==> config.mk <==
export PLATFORM = sky130hd
export DESIGN_NAME = set_bit_walker
export DESIGN_NICKNAME = d
export VERILOG_FILES = /design/src/rtl/set_bit_walker.sv
export SDC_FILE = /design/constraint.sdc
export NUM_CORES = 1
export LEC_CHECK = 0
export ABC_CLOCK_PERIOD_IN_PS = 1500
export CAP_MARGIN = 20
export CORE_MARGIN = 1.5
export CORE_UTILIZATION = 27
export DETAILED_ROUTE_END_ITERATION = 8
export SLEW_MARGIN = 40
export SYNTH_ARGS = -nofsm -noshare
export SYNTH_HDL_FRONTEND = slang
export SYNTH_SLANG_ARGS = --single-unit
==> constraint.sdc <==
create_clock -name clk -period 1.5 [get_ports clk]
set_input_delay 0.375 -clock clk [delete_from_list [all_inputs] [get_ports clk]]
set_output_delay 0.375 -clock clk [all_outputs]
set_load 0.02 [all_outputs]
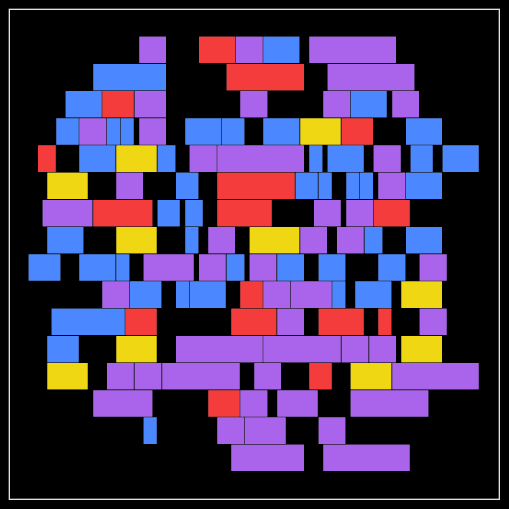
Run 1: cells by drive strength
(10 px per micron)
- x3 and x4: purple (cells 48; share 41%)
- x6 and larger: yellow (cells 10; share 8.5%)
- x1 and smaller: blue (cells 44; share 37%)
- x2: red (cells 16; share 14%)
worst setup margin: -0.462 ns
final design instance area without fill: 1210 sq um
synthesis-to-layout area growth: 113%
count of plain and timing-repair buffers in the layout: 50

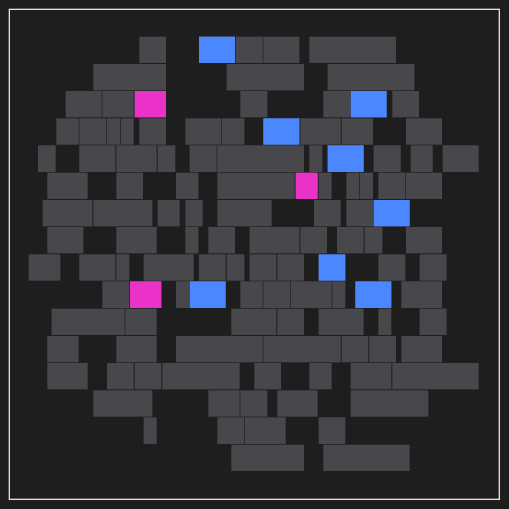
Run 1: logic cells by family
(10 px per micron)
- non-inverting ao/oa cells: blue (cells 8)
- and/or cells: magenta (cells 3)
non-filler cells in the finished layout: 145
fraction of area in multi-input gates: 37.7%
most frequent standard cell in the layout excluding fill and tap cells: sky130_fd_sc_hd__buf_4

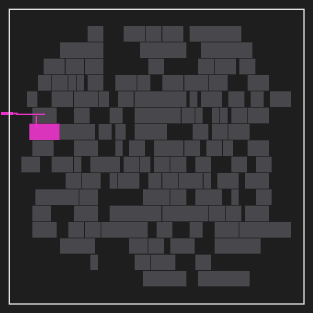
Run 1: port wiring
(6 px per micron)
- in_ready: magenta (bits 1; direction output; edge left; end cells 1; buffers 1; wire 7.60 microns)
Buffers on Ports: 18
IO Pins: 19

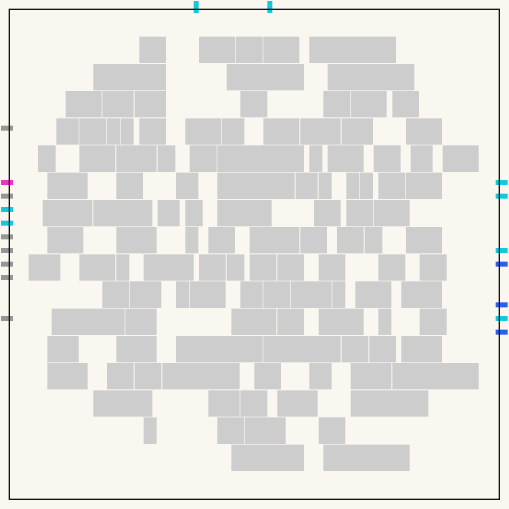
Run 1: pin placement
(10 px per micron) Pins as bars across the die edge, other pins in gray.
- out_pos: blue (pins 3; direction output; edge right)
- in_data: cyan (pins 8; direction input; edge 4 right, 2 top, 2 left)
- in_ready: magenta (pins 1; direction output; edge left)
- all pins by edge: 10 left, 7 right, 2 top
x dimension of the die: 48.9 microns
Die H: 48.9 microns

==> results.txt <==
Flow results follow.

The number of clock buffers added by TritonCTS is 3. The number of iterations in the first detailed-routing pass is 4. Data on the critical path arrives at its endpoint at 1.59 ns. The count of warning messages emitted by the tools is 29. Clock tree synthesis selected as its root buffer the cell sky130_fd_sc_hd__clkbuf_4. The filler cells instantiated in the layout total 195. For this run, the register share of the synthesized area comes to 35.2%. STA classifies the critical path startpoint as a flop. The max-cap violation count is 0.

The final critical-path required period is 1.96 ns. The most common cell in the synthesized netlist is sky130_fd_sc_hd__dfxtp_1. The report puts the cell count of the worst reg-to-reg path at 7. The flow ran to the end, but the final reports show violations. The worst vdd rail ir drop is 457 uV. The path type of the worst min-delay path is reg2reg.

Based on the critical path, the design can be clocked at up to 510 MHz. The total number of placement rows is 16. The maximum net fanout on the critical path is 4. TritonRoute reported its final design rule violation total as 0. The post-synthesis cell area is 568 sq um. The synthesis log from Yosys contains 0 warnings. The count of final max-slew check failures is 0.

The static leakage is 0.000513 uW. Buffers inserted to repair hold after CTS numbered 0. The number of antenna violations at the first check in global routing is 0. Detailed routing inserted a total of 729 vias.

The count of antenna diodes in the layout is 0. The all-layer global routing usage is 17.5%. The final hold violation count recorded for this run is 0.

In the final run the clock tree shows a worst skew of 0.00847 ns. In this run the cell area measured after placement is 1040 sq um. The via count of the first global-routing pass is 720.

For this run, the post-layout net count is 131. The routed design shows a wire length per standard cell of 13.8 microns. The reg-to-reg setup timing slack is -0.14 ns. Across all checked pins, the minimum headroom to the slew limit is 74.6%. The first global-routing pass estimated 3140 microns of wire.

The initial cell density of the core is 29.0%. The area fraction of the largest cell type after synthesis is 35.2%. The classification of the worst setup path is reg2out.

The buffer depth of the longest clock path is 2. The count of antenna-violating nets left after detailed routing is 0. The flip-flop count of the largest register after layout is 8. The core footprint is 1960 sq um.

The worst hold slack is 0.492 ns. Setup slack on the critical path of the routed design comes to -0.462 ns. Yosys attributes the largest share of cell area to sky130_fd_sc_hd__dfxtp_1, sky130_fd_sc_hd__a32o_1, sky130_fd_sc_hd__a21oi_1, sky130_fd_sc_hd__inv_1, sky130_fd_sc_hd__nand2_1.

The residual overflow from global routing is 0. The transition at the pin with the smallest max-transition slack is 0.377 ns. The worst setup path is captured at a primary output. In this run the number of H-tree levels came out at 1. The required time of the critical path is 1.12 ns. Per the summary, power density relative to cell area is 838 nW/um^2. The share of flip-flops with an asynchronous set or reset after synthesis is 0%. The post-placement cell count is 138. In this run, the number of DRC markers left after iteration 0 of detailed routing was 13. Entering global routing, the biggest net connects 9 pins. The instance count of the mapped netlist is 65. The netlist uses 27 different library cells. The prevailing post-synth register cell is sky130_fd_sc_hd__dfxtp_1. The checks that failed: setup timing. The number of storage elements in the synthesis netlist is 10.

The final count of negative-setup-slack endpoints is 14. The summed standard-cell area reported by yosys is 568 sq um. The CTS tree is yes. For reference, the top cells by count after synthesis are sky130_fd_sc_hd__dfxtp_1, sky130_fd_sc_hd__inv_1, sky130_fd_sc_hd__nand2_1. The placed wire-length estimate is 1440 microns.
## run 1: placed cells by master (no fill, tap or decap), types with 2 or more instances in the layout
master,Yosys,layout
sky130_fd_sc_hd__a21oi_1,5,2
sky130_fd_sc_hd__a21oi_2,1,4
sky130_fd_sc_hd__a22o_2,2,2
sky130_fd_sc_hd__a22oi_2,0,2
sky130_fd_sc_hd__a32o_1,5,5
sky130_fd_sc_hd__buf_4,0,28
sky130_fd_sc_hd__buf_6,1,9
sky130_fd_sc_hd__clkbuf_4,0,3
sky130_fd_sc_hd__clkdlybuf4s50_1,0,10
sky130_fd_sc_hd__dfxtp_1,10,2
sky130_fd_sc_hd__dfxtp_2,0,2
sky130_fd_sc_hd__dfxtp_4,0,6
sky130_fd_sc_hd__dlygate4sd2_1,0,2
sky130_fd_sc_hd__inv_1,6,5
sky130_fd_sc_hd__nand2_1,6,5
sky130_fd_sc_hd__nor2_4,0,3
sky130_fd_sc_hd__nor2b_1,3,2
sky130_fd_sc_hd__nor4_1,2,2
## run 1: through the flow
step	TNS, ns	worst slack [ns]	total power, uW	util [%]
6_report	-2.02	-0.462	1010	61.5
5_1_grt	-3.05	-0.532	1060	61.5
4_1_cts	-2.55	-0.488	987	58.5
3_5_place_dp	-5.92	-0.871	693	53.1
3_3_place_gp	-5.83	-0.861	692	53.1
2_1_floorplan	-0.434	-0.187	483	-
## run 1: layer usage
metal | wire (microns) | track usage [%] | part of all wire [%]
met5 | 0 | 0 | 0
met4 | 14 | 8.57 | 0.70
met3 | 82 | 3.07 | 4.1
met2 | 1110 | 32.0 | 56
met1 | 787 | 19.3 | 39
## run 1: critical path, cell delays in order, from the launching register on
cell                      delay, ns
sky130_fd_sc_hd__dfxtp_4       0.37
sky130_fd_sc_hd__nor2_2        0.16
sky130_fd_sc_hd__o22ai_4       0.10
sky130_fd_sc_hd__o41ai_2       0.37
sky130_fd_sc_hd__nor2b_4       0.20
sky130_fd_sc_hd__buf_6         0.11
## run 1: what timing repair did
| item | in CTS | in global routing |
|---|---|---|
| buffers inserted | 4 | 5 |
| resized | 52 | 17 |
| hold endpoints to repair | 0 | 0 |
| setup endpoints to repair | 16 | 15 |
| pin swaps | 4 | 12 |
## run 1: cell type report
class                           count  area [sq um]  share of cell area (%)
Multi-Input combinational cell     48           455                    37.7
Timing Repair Buffer               50           434                    36.0
Sequential cell                    10           225                    18.7
Clock buffer                        4          36.3                    3.01
Tap cell                           27          33.8                    2.80
Inverter                            6          22.5                    1.87
## run 1: cells by family (layout without fill, tap and decap cells)
logic type,Yosys count,in the layout,share of synthesized area (%)
AND-OR/OR-AND,23,23,32.4
buffers and inverters,7,60,5.95
flip-flops,10,10,35.2
AND/OR/NAND/NOR,25,25,26.4
## run 1: where the power goes
group	total, uW	switching [uW]	internal (uW)	leakage, uW
Sequential	315	32.6	282	0.0000871
Clock	252	104	147	0.0000210
Combinational	446	190	256	0.000405
Total	1010	327	686	0.000513
Power is estimated from default activity; no workload was simulated.
